Design raid_wb_arbiter, sky130hd; sources not shown.
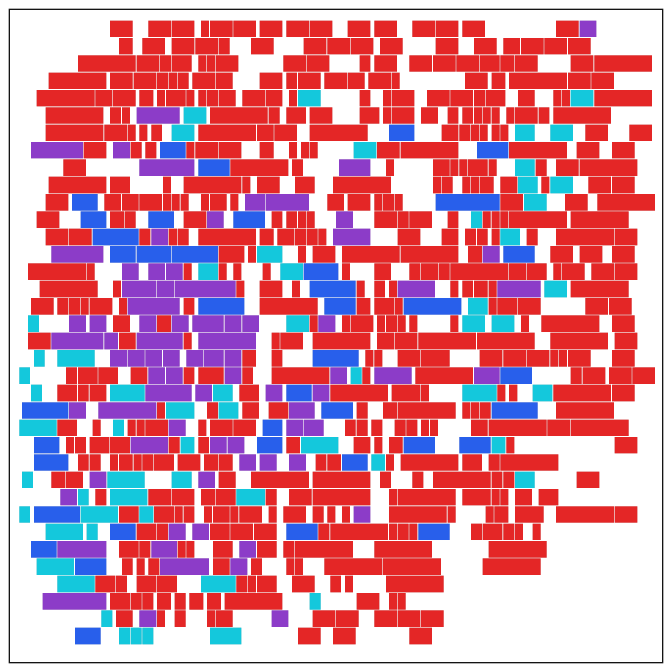
Run 1: sizing map
_6 and larger: shown in blue, cells 39, share 5.6%. _2 cells: shown in cyan, cells 60, share 8.6%. _3 and _4 cells: shown in purple, cells 78, share 11%. _0 and _1 cells: shown in red, cells 524, share 75%.
design area: 0.006898 mm²
Non-clock buffers: 203
Area growth syn-to-layout: 49.28%

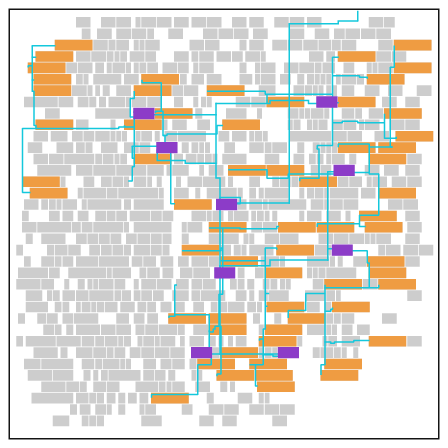
Run 1: clock distribution
flip-flops: shown in orange, count 62. clock drivers: shown in purple, count 9. clock wires: shown in cyan, length 945 µm.
Position of the flops: all over the die.
Clk Latency, worst-skew pair: 360 ps
clock network power: 505 µW
Clock Power Share: 0.171

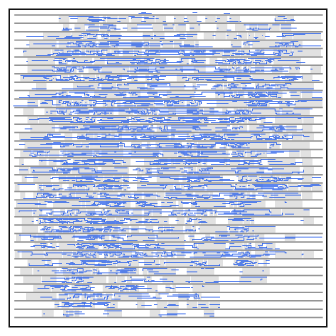
Run 1: the metal 1 layer
Supply wires on this layer in grey.
The layer holds 39% of the routed length. The wires run mostly horizontal. The layer carries 6,510 µm of wire. The longest straight run is 53.4 µm. 691 nets have wire on it.
WL final: 16,830 µm
Global Route met1 Usage: 0.3945

==> run_results.csv, run 1 <==
group,metric,value,unit
outcome,status,"complete, but fails checks",
outcome,violations,"setup timing",
sta,tightest_slew,815.4,ps
global_route,grt_pass1_wl,24530,µm
synthesis,synthCells,534,
pwr,p_int,1.810,mW
synthesis,yosys.stat.seqShare,0.3358,
min_path,holdCritPathClass,"reg -> reg",
setup_path,crit_chain,"buf_2 > buf_6 > and2_1 > a32oi_2 > buf_6 > and3b_1 > a221oi_2 > a21oi_2 > or2_4 > ha_4 > nor2b_4 > a21oi_2 > a21o_1 > ha_4 > nor4b_4 > o21ai_2 > o311ai_4 > mux2i_4 > buf_4 > buf_6 > nor3_1 > a221o_1",
synthesis,synth_area,0.004621,mm²
pwr,p_leak,2.863,nW
die,std_cell_rows,36,
synthesis,yosys.area.top_type,"dfrtp_1",
global_route,gr-usage-met2,0.5152,
clock_tree,htree_num_levels,3,
setup_path,cpMaxStageDelayCell,"mux2i_4",
pwr,pg_seq,826,µW
sta,hold_viol,0,
run,warnings,30,
synthesis,synthDominantCellAreaShare,0.3358,
route,wl_met3,1596,µm
die,nWellTaps,133,
sta,final.period_utilization,1.167,
setup_path,cp.arrival,5110,ps
synthesis,mux_share,0.03845,
global_route,track_usage,0.3119,
placement,gp_congestion,1.002,
synthesis,synth_flops,62,
sta,setup_violations,39,
clock_tree,cts_tree,"done",
setup_path,cpMostUsedCell,"buf_6",
final_layout,logic_area,0.003084,mm²
clock_tree,clockBufferDepth,2,
route,routed_via_density,6.050,
sta,drv_slew,0,
route,drc,0,
die,core,0.009774,mm²
pwr,p_seq_frac,0.279,
min_path,hold_depth,2,
sta,setup_ws,-720.1,ps
pwr,power_density,429.6,mW/mm²
synthesis,top_cells_by_area,"dfrtp_1, a221o_1, nand2_1",
placement,numPortBuffers,104,
synthesis,yosysCellCount,534,
Run 1, clock nets:
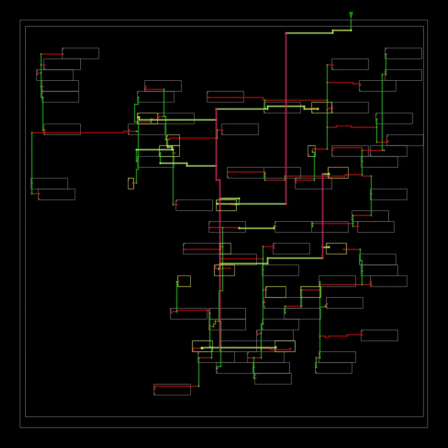

==> run 1 -> run 2 <==
--- a/config.mk
+++ b/config.mk
@@ -5,10 +5,13 @@
 export SDC_FILE = /design/constraint.sdc
 export NUM_CORES = 1
 export LEC_CHECK = 0
+export ABC_AREA = 1
 export CORE_UTILIZATION = 46
+export CTS_BUF_LIST = sky130_fd_sc_hd__clkbuf_2 sky130_fd_sc_hd__clkbuf_4 sky130_fd_sc_hd__clkbuf_8
 export DETAILED_ROUTE_END_ITERATION = 8
 export GPL_TIMING_DRIVEN = 0
-export PLACE_DENSITY = 0.78
+export PLACE_DENSITY = 0.8
+export RECOVER_POWER = 25
 export SYNTH_ARGS = -nofsm -noshare
 export SYNTH_HDL_FRONTEND = slang
 export SYNTH_SLANG_ARGS = --single-unit
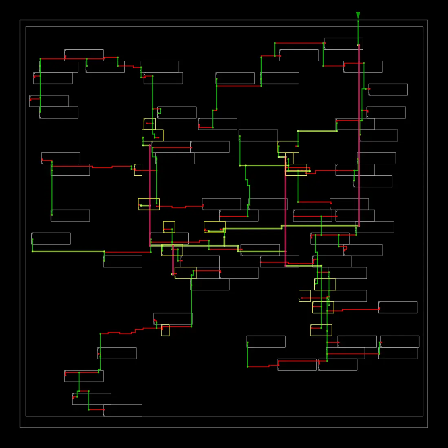
Run 2: clock nets
Clk Latency, worst-skew pair: 340 ps
CTS Buf Count: 9
Clock buffer cells: 12
flip-flops: 62

==> run 2 against run 1 <==
Wire length decreased by 10%. Sequential share of layout area increased by 1.7 points. The run ends with capacitance limit, slew limit, setup timing left. Utilization increased by 3.0 points. First-iteration DRC count increased by 11%. Total power increased by 20%. Maximum frequency increased by 12%. Combinational power increased by 32%. Worst setup slack improved by 550 ps. Non-clock buffer count decreased by 20. Design area decreased by 7.0%.
==> run_results.csv, run 2 <==
group,metric,value,unit
run,drv_cap,1,
sta,setup_ws,-173.5,ps
die,nWellTaps,108,
global_route,track_usage,0.3045,
sta,tightest_slew,2161,ps
clock_tree,cts_tree,"done",
setup_path,cp.arrival,4560,ps
synthesis,synth_area,0.004131,mm²
global_route,gr-usage-met1,0.3879,
synthesis,top_cells_by_area,"dfrtp_1, nand2_1, nand3_1",
synthesis,yosys.area.top_type,"dfrtp_1",
outcome,status,"complete, but fails checks",
run,warnings,29,
pwr,p_seq_frac,0.261,
final_layout,post-route-cell-area,0.006412,mm²
setup_path,cpMostUsedCell,"nand2_4",
min_path,hold_depth,2,
sta,drv_slew,39,
sta,hold_viol,0,
synthesis,synth_flops,62,
die,core,0.008721,mm²
final_layout,logic_area,0.002561,mm²
outcome,violations,"capacitance limit, slew limit, setup timing",
pwr,pg_seq,928,µW
sta,final.period_utilization,1.040,
synthesis,mux_share,0,
placement,gp_congestion,0.9543,
global_route,gr-usage-met2,0.4865,
sta,setup_violations,38,
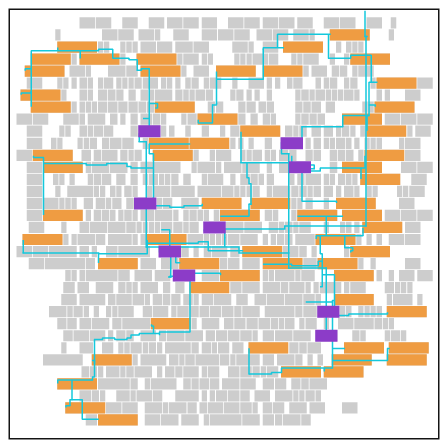
Run 2: clock distribution
clock drivers: shown in purple, count 9. flip-flops: shown in orange, count 62. clock wires: shown in cyan, length 885 µm.
There are 10 routed clock nets. Position of the flops: all over the die.
clock network power: 473 µW
Clock Power Share: 0.133

Power figures rest on the tool's default switching activity, not on a simulated workload.
